### Wiring by layer

(2 px per µm) Only two layers are drawn.
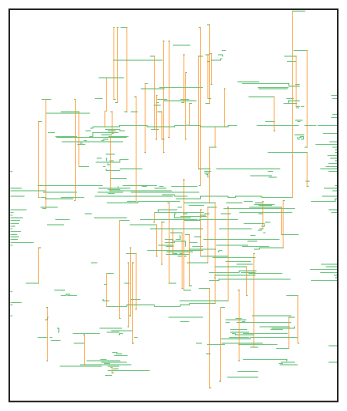
### A small window of the routed layout

Region (67, 122) to (97, 152) µm. Cells in gray, sequential cells in the stronger gray; small squares are vias.
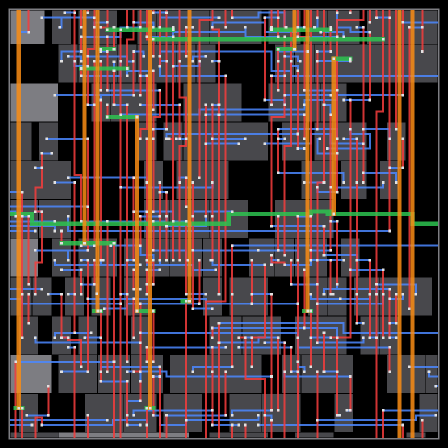
[config.mk]
export PLATFORM = sky130hd
export DESIGN_NAME = tile_sched
export DESIGN_NICKNAME = d
export VERILOG_FILES = /design/src/rtl/tile_sched.sv
export SDC_FILE = /design/constraint.sdc
export NUM_CORES = 1
export LEC_CHECK = 0
export ABC_AREA = 1
export CAP_MARGIN = 20
export CORE_ASPECT_RATIO = 1.2
export CORE_MARGIN = 2
export CORE_UTILIZATION = 45
export CTS_CLUSTER_SIZE = 25
export DETAILED_ROUTE_END_ITERATION = 10
export PLACE_DENSITY = 0.73
export REMOVE_ABC_BUFFERS = 1
export SYNTH_ARGS = -nofsm -noshare
export SYNTH_HDL_FRONTEND = slang
export SYNTH_SLANG_ARGS = --single-unit
[constraint.sdc]
create_clock -name clk -period 3.2 [get_ports clk]
set_clock_uncertainty 0.2 [all_clocks]
set_input_delay 0.32 -clock clk [delete_from_list [all_inputs] [get_ports clk]]
set_output_delay 0.32 -clock clk [all_outputs]
set_load 0.03 [all_outputs]
[src/rtl/tile_sched.sv]
// -----------------------------------------------------------------------------
// tile_sched
// Tile-loop scheduler. It takes a GEMM problem of M x N x K elements and walks
// it in TM x TN x TK tiles, with K innermost. For each tile it issues one
// start pulse to the systolic datapath and then waits for the datapath's
// completion pulse. It reports per-output-tile and whole-job completion.
//
// Ports
//   clk, rst_n                       clock, asynchronous active-low reset
//   start, cfg_m/n/k                 job request and problem dimensions
//   abort                            synchronous job cancel
//   dp_ready, dp_done                datapath handshake
//   tile_start                       one-cycle tile issue (combinational on dp_ready)
//   tile_{m,n,k}_idx                 current tile indices
//   tile_{m,n,k}_len                 valid elements in the current tile
//   first_k, last_k                  accumulator clear / write-back hints
//   busy, done_tile, done, cfg_err   job status
// -----------------------------------------------------------------------------
module tile_sched #(
  parameter int unsigned TM    = 8,
  parameter int unsigned TN    = 8,
  parameter int unsigned TK    = 8,
  parameter int unsigned DIM_W = 16
) (
  input  logic                       clk,
  input  logic                       rst_n,
  input  logic                       start,
  input  logic                       abort,
  input  logic [DIM_W-1:0]           cfg_m,
  input  logic [DIM_W-1:0]           cfg_n,
  input  logic [DIM_W-1:0]           cfg_k,
  input  logic                       dp_ready,
  input  logic                       dp_done,
  output logic                       tile_start,
  output logic [DIM_W-1:0]           tile_m_idx,
  output logic [DIM_W-1:0]           tile_n_idx,
  output logic [DIM_W-1:0]           tile_k_idx,
  output logic [$clog2(TM+1)-1:0]    tile_m_len,
  output logic [$clog2(TN+1)-1:0]    tile_n_len,
  output logic [$clog2(TK+1)-1:0]    tile_k_len,
  output logic                       first_k,
  output logic                       last_k,
  output logic                       busy,
  output logic                       done_tile,
  output logic                       done,
  output logic                       cfg_err
);

  localparam int unsigned LM_W  = $clog2(TM + 1);
  localparam int unsigned LN_W  = $clog2(TN + 1);
  localparam int unsigned LK_W  = $clog2(TK + 1);
  localparam int unsigned TM_SH = $clog2(TM);
  localparam int unsigned TN_SH = $clog2(TN);
  localparam int unsigned TK_SH = $clog2(TK);

  typedef enum logic [1:0] {
    S_IDLE  = 2'd0,
    S_ISSUE = 2'd1,
    S_WAIT  = 2'd2,
    S_DONE  = 2'd3
  } state_e;

  // Ceiling division that never overflows DIM_W: shift plus remainder-OR for
  // power-of-two tiles, a one-bit-wider add-and-divide otherwise.
  function automatic logic [DIM_W-1:0] ceil_div(input logic [DIM_W-1:0] v,
                                                input int unsigned     t,
                                                input int unsigned     sh);
    logic [DIM_W:0]   wide;
    logic [DIM_W-1:0] mask;
    wide = '0;
    mask = DIM_W'(t - 32'd1);
    if ((t & (t - 32'd1)) == 32'd0) begin
      ceil_div = (v >> sh) + {{(DIM_W-1){1'b0}}, |(v & mask)};
    end else begin
      wide     = ({1'b0, v} + (DIM_W+1)'(t - 32'd1)) / (DIM_W+1)'(t);
      ceil_div = wide[DIM_W-1:0];
    end
  endfunction

  // Edge length of a tile: the remaining elements, capped at the tile size.
  function automatic logic [DIM_W-1:0] clamp_len(input logic [DIM_W-1:0] rem,
                                                 input int unsigned     t);
    if (rem > DIM_W'(t)) begin
      clamp_len = DIM_W'(t);
    end else begin
      clamp_len = rem;
    end
  endfunction

  state_e           state_q, state_d;
  logic [DIM_W-1:0] mt_q, mt_d, nt_q, nt_d, kt_q, kt_d;
  logic [DIM_W-1:0] cfg_n_q, cfg_n_d, cfg_k_q, cfg_k_d;
  logic [DIM_W-1:0] m_idx_q, m_idx_d, n_idx_q, n_idx_d, k_idx_q, k_idx_d;
  // Elements remaining from the current index onward; lengths derive from these
  // so no index*T multiply is needed.
  logic [DIM_W-1:0] rem_m_q, rem_m_d, rem_n_q, rem_n_d, rem_k_q, rem_k_d;
  logic [LM_W-1:0]  m_len_q, m_len_d;
  logic [LN_W-1:0]  n_len_q, n_len_d;
  logic [LK_W-1:0]  k_len_q, k_len_d;
  logic             first_k_q, first_k_d, last_k_q, last_k_d;
  logic             done_tile_q, done_tile_d, cfg_err_q, cfg_err_d;
  logic             tile_start_s;
  logic             k_wrap_s, n_wrap_s, m_last_s, final_s;

  assign k_wrap_s = (k_idx_q == (kt_q - {{(DIM_W-1){1'b0}}, 1'b1}));
  assign n_wrap_s = (n_idx_q == (nt_q - {{(DIM_W-1){1'b0}}, 1'b1}));
  assign m_last_s = (m_idx_q == (mt_q - {{(DIM_W-1){1'b0}}, 1'b1}));
  assign final_s  = k_wrap_s & n_wrap_s & m_last_s;

  // Next-state, tile-walk and issue logic.
  always_comb begin
    state_d      = state_q;
    mt_d         = mt_q;
    nt_d         = nt_q;
    kt_d         = kt_q;
    cfg_n_d      = cfg_n_q;
    cfg_k_d      = cfg_k_q;
    m_idx_d      = m_idx_q;
    n_idx_d      = n_idx_q;
    k_idx_d      = k_idx_q;
    rem_m_d      = rem_m_q;
    rem_n_d      = rem_n_q;
    rem_k_d      = rem_k_q;
    first_k_d    = first_k_q;
    last_k_d     = last_k_q;
    done_tile_d  = 1'b0;
    cfg_err_d    = 1'b0;
    tile_start_s = 1'b0;

    case (state_q)
      S_IDLE: begin
        if (start) begin
          if ((cfg_m == '0) || (cfg_n == '0) || (cfg_k == '0)) begin
            cfg_err_d = 1'b1;
          end else begin
            state_d   = S_ISSUE;
            mt_d      = ceil_div(cfg_m, TM, TM_SH);
            nt_d      = ceil_div(cfg_n, TN, TN_SH);
            kt_d      = ceil_div(cfg_k, TK, TK_SH);
            cfg_n_d   = cfg_n;
            cfg_k_d   = cfg_k;
            m_idx_d   = '0;
            n_idx_d   = '0;
            k_idx_d   = '0;
            rem_m_d   = cfg_m;
            rem_n_d   = cfg_n;
            rem_k_d   = cfg_k;
            first_k_d = 1'b1;
            last_k_d  = (cfg_k <= DIM_W'(TK));
          end
        end else begin
          state_d = S_IDLE;
        end
      end

      S_ISSUE: begin
        if (abort) begin
          state_d = S_IDLE;
        end else if (dp_ready) begin
          tile_start_s = 1'b1;
          state_d      = S_WAIT;
        end else begin
          state_d = S_ISSUE;
        end
      end

      S_WAIT: begin
        if (abort) begin
          state_d = S_IDLE;
        end else if (dp_done) begin
          done_tile_d = last_k_q;
          if (final_s) begin
            // Indices hold on the final tile; they are reloaded on the next start.
            state_d = S_DONE;
          end else begin
            state_d = S_ISSUE;
            if (!k_wrap_s) begin
              k_idx_d   = k_idx_q + {{(DIM_W-1){1'b0}}, 1'b1};
              rem_k_d   = rem_k_q - DIM_W'(TK);
              first_k_d = 1'b0;
              last_k_d  = ((k_idx_q + {{(DIM_W-2){1'b0}}, 2'd2}) == kt_q);
            end else begin
              k_idx_d   = '0;
              rem_k_d   = cfg_k_q;
              first_k_d = 1'b1;
              last_k_d  = (kt_q == {{(DIM_W-1){1'b0}}, 1'b1});
              if (!n_wrap_s) begin
                n_idx_d = n_idx_q + {{(DIM_W-1){1'b0}}, 1'b1};
                rem_n_d = rem_n_q - DIM_W'(TN);
              end else begin
                n_idx_d = '0;
                rem_n_d = cfg_n_q;
                m_idx_d = m_idx_q + {{(DIM_W-1){1'b0}}, 1'b1};
                rem_m_d = rem_m_q - DIM_W'(TM);
              end
            end
          end
        end else begin
          state_d = S_WAIT;
        end
      end

      S_DONE: begin
        state_d = S_IDLE;
      end

      default: begin
        state_d = S_IDLE;
      end
    endcase

    // Lengths always track the remaining counts, so both update in the same cycle.
    m_len_d = LM_W'(clamp_len(rem_m_d, TM));
    n_len_d = LN_W'(clamp_len(rem_n_d, TN));
    k_len_d = LK_W'(clamp_len(rem_k_d, TK));
  end

  // State and tile-walk registers.
  always_ff @(posedge clk or negedge rst_n) begin
    if (!rst_n) begin
      state_q     <= S_IDLE;
      mt_q        <= '0;
      nt_q        <= '0;
      kt_q        <= '0;
      cfg_n_q     <= '0;
      cfg_k_q     <= '0;
      m_idx_q     <= '0;
      n_idx_q     <= '0;
      k_idx_q     <= '0;
      rem_m_q     <= '0;
      rem_n_q     <= '0;
      rem_k_q     <= '0;
      m_len_q     <= '0;
      n_len_q     <= '0;
      k_len_q     <= '0;
      first_k_q   <= 1'b0;
      last_k_q    <= 1'b0;
      done_tile_q <= 1'b0;
      cfg_err_q   <= 1'b0;
    end else begin
      state_q     <= state_d;
      mt_q        <= mt_d;
      nt_q        <= nt_d;
      kt_q        <= kt_d;
      cfg_n_q     <= cfg_n_d;
      cfg_k_q     <= cfg_k_d;
      m_idx_q     <= m_idx_d;
      n_idx_q     <= n_idx_d;
      k_idx_q     <= k_idx_d;
      rem_m_q     <= rem_m_d;
      rem_n_q     <= rem_n_d;
      rem_k_q     <= rem_k_d;
      m_len_q     <= m_len_d;
      n_len_q     <= n_len_d;
      k_len_q     <= k_len_d;
      first_k_q   <= first_k_d;
      last_k_q    <= last_k_d;
      done_tile_q <= done_tile_d;
      cfg_err_q   <= cfg_err_d;
    end
  end

  assign tile_start = tile_start_s;
  assign tile_m_idx = m_idx_q;
  assign tile_n_idx = n_idx_q;
  assign tile_k_idx = k_idx_q;
  assign tile_m_len = m_len_q;
  assign tile_n_len = n_len_q;
  assign tile_k_len = k_len_q;
  assign first_k    = first_k_q;
  assign last_k     = last_k_q;
  assign busy       = (state_q != S_IDLE);
  assign done       = (state_q == S_DONE);
  assign done_tile  = done_tile_q;
  assign cfg_err    = cfg_err_q;

endmodule

==> GITHUB_STEP_SUMMARY <==
## PnR job results

| Metric | Value |
|---|---|
| Routed length per instance | `~16 µm` |
| Sequential share of power | `0.323` |
| NetSw | `approximately 4300 µW` |
| Clock Path Buffers | `2` |
| Number of cell rows | `70` |
| Result of the run | `finished with violations` |
| Final setup viols | `12` |
| Setup ws final | `-0.130 ns` |
| Combinational Power Share | `0.458` |
| Power Sequential | `3320 µW` |
| Area reported by Yosys stat | `between 0.01 and 0.015 mm²` |
| Number of cells in the yosys synthesis report | `2,064` |
| Launching point of the worst reg2reg path | `kt_q[1]` |
| Grt total ovfl | `0` |
| Portion of synthesized cell area occupied by the leading cell type | `0.342` |
| Required @ worst endpoint | `roughly 3.4 ns` |
| Combinational logic power | `4700 µW` |
| Leakage Power | `~0.009 µW` |
| H-tree depth | `4` |
| Number of antenna violations at the first check in global routing | `0` |
| # clock sinks | `around 190` |
| Width of the die | `around 160 µm` |
| Timing-limited maximum frequency | `between 300 and 400 MHz` |
| Number of nets with antenna violations after routing | `0` |
| Core footprint | `between 0.03 and 0.04 mm²` |
| Largest vdd supply drop | `approximately 0.00035 V` |
| Total wire length | `46.2 mm` |
| Power per cell area | `roughly 540 mW/mm²` |
| Number of slew-limit violations in the final report | `0` |
| Boundary Pins | `approximately 120` |
| Log Warnings | `28` |
| Post-route minimum period | `roughly 3.3 ns` |
| Number of nets in the final layout | `between 2,000 and 2,500` |
| Worst slew pin tran | `0.868 ns` |
| Final count of hold timing violations | `0` |
| Setup repair after global routing missed its margin | `yes` |
| Max-Slew Margin vs Limit | `0.421` |
| Cell area reported after detailed placement | `about 0.017 mm²` |
| Worst Path Arrival | `3.52 ns` |
| Number of inserted diodes | `0` |
| Most instantiated library cell after synthesis | `sky130_fd_sc_hd__nand2_1` |
| Kind of launch point of the worst setup path | `register` |
| Min-delay worst type | `primary input to asynchronous set/reset pin` |
| TritonCTS clock tree | `built` |
| Critical path class | `register to register` |
| Clock root buffer | `sky130_fd_sc_hd__clkbuf_16` |
| Port Buf Inserts | `about 120` |
| Average footprint of a synthesized cell | `~6.7 µm²` |
| Violated checks | `setup timing` |
| Clk pin slew, worst setup/hold paths | `0.08 ns` |
| Register area share after synthesis | `0.342` |
| Group drawing the most power | `combinational logic` |
| Async set-reset flop share out of synthesis | `1.00` |
| Timing endpoint of the critical path | `tile_n_len[2]` |
| Cycle use final | `1.04` |
| Flop2flop setup slack | `-0.13 ns` |
| Post-route worst hold slack | `around 0.24 ns` |
## Picture notes: 'Wiring by layer'
Green shows M3, wire length 2,870 µm. Orange shows M4, wire length 2,030 µm.
total global routing track utilization: 0.281
total vias in the final route: 15,251

## Picture notes: 'A small window of the routed layout'
Green shows M3. Red shows M2. Orange shows M4. Blue shows M1.
Sequential cells in the window: 0. 94 logic cells have their middle in the window. Most frequent: nand2_1 (25), inv_1 (13).

worst max-delay path: stages, from the launching register on:
cell and delay (ns):
sky130_fd_sc_hd__dfrtp_1 0.40, sky130_fd_sc_hd__buf_6 0.13, sky130_fd_sc_hd__nor2_4 0.10, sky130_fd_sc_hd__nand2_4 0.09
sky130_fd_sc_hd__nor2_4 0.28, sky130_fd_sc_hd__buf_6 0.15, sky130_fd_sc_hd__nand3_2 0.07, sky130_fd_sc_hd__nand2_1 0.06
sky130_fd_sc_hd__nand2_1 0.05, sky130_fd_sc_hd__nand2_2 0.11, sky130_fd_sc_hd__nor2_4 0.05, sky130_fd_sc_hd__buf_6 0.11
sky130_fd_sc_hd__nand3_4 0.08, sky130_fd_sc_hd__nor2_4 0.05, sky130_fd_sc_hd__nand2_4 0.10, sky130_fd_sc_hd__nand2_4 0.09
sky130_fd_sc_hd__nor2_4 0.17, sky130_fd_sc_hd__buf_12 0.16, sky130_fd_sc_hd__nand2_2 0.06, sky130_fd_sc_hd__nand3_1 0.08
sky130_fd_sc_hd__nand3b_1 0.17, sky130_fd_sc_hd__nor2_1 0.14, sky130_fd_sc_hd__nand2_1 0.06, sky130_fd_sc_hd__nor2_1 0.09
sky130_fd_sc_hd__nand2_1 0.10, sky130_fd_sc_hd__nor2_2 0.12
placed cells by master, fill, tap and decap left out, drive strengths merged, types with 17 or more instances in the layout:
cell type      instances
inv                  267
a21oi                 53
o21ai                165
nand2                615
clkdlybuf4s50        118
nand3                198
dfrtp                188
ha                    17
xor2                  67
nor3                  59
xnor2                 23
nand4                 35
nor2                 220
buf                  270
clkbuf                20
per-layer routing:
| layer | track usage | routed length (µm) |
|---|---|---|
| met5 | 0 | 0 |
| met4 | 0.135 | 2030 |
| met3 | 0.0372 | 2870 |
| met2 | 0.479 | 22900 |
| met1 | 0.351 | 18300 |
timing repair:
action / in CTS / in global routing
gates resized: 77 / 184
buffers inserted: 17 / 26
hold buffers: 1 / 0
setup endpoints to repair: 20 / 71
hold endpoints to repair: 76 / 0
pin swaps: 48 / 110
gates cloned: 0 / 2
cells by family (layout without fill, tap and decap cells):
kind of cell / after synthesis / in the layout / synth area share
AND-OR/OR-AND: 272 / 272 / 0.109
adder cells (fa/ha/maj): 17 / 17 / 0.0155
flip-flops: 188 / 188 / 0.342
AND/OR/NAND/NOR: 1169 / 1169 / 0.383
XOR/XNOR: 90 / 90 / 0.0574
buffers and inverters: 328 / 688 / 0.0932
stage by stage:
stage               TNS [ns]   util  total power (µW)  instances  setup slack (ns)
floorplan            -186.16      -              5690       2000             -1.91
global placement      -0.981  0.560              7180       2744            -0.134
detailed placement     -1.53  0.560              7280       2744            -0.182
CTS                  -0.0143  0.595              9790       2794           -0.0128
global route           -5.65  0.623             10900       2820            -0.346
finish                -0.871  0.623             10300       2820            -0.130
layout make-up:
class,instances,area (µm²)
Fill cell,2659,11400
Sequential cell,188,4710
Tap cell,396,495
Multi-Input combinational cell,1548,8550
Timing Repair Buffer,392,3520
Clock inverter,15,179
Clock buffer,17,425
Inverter,264,998
Power and IR drop assume default switching activity.
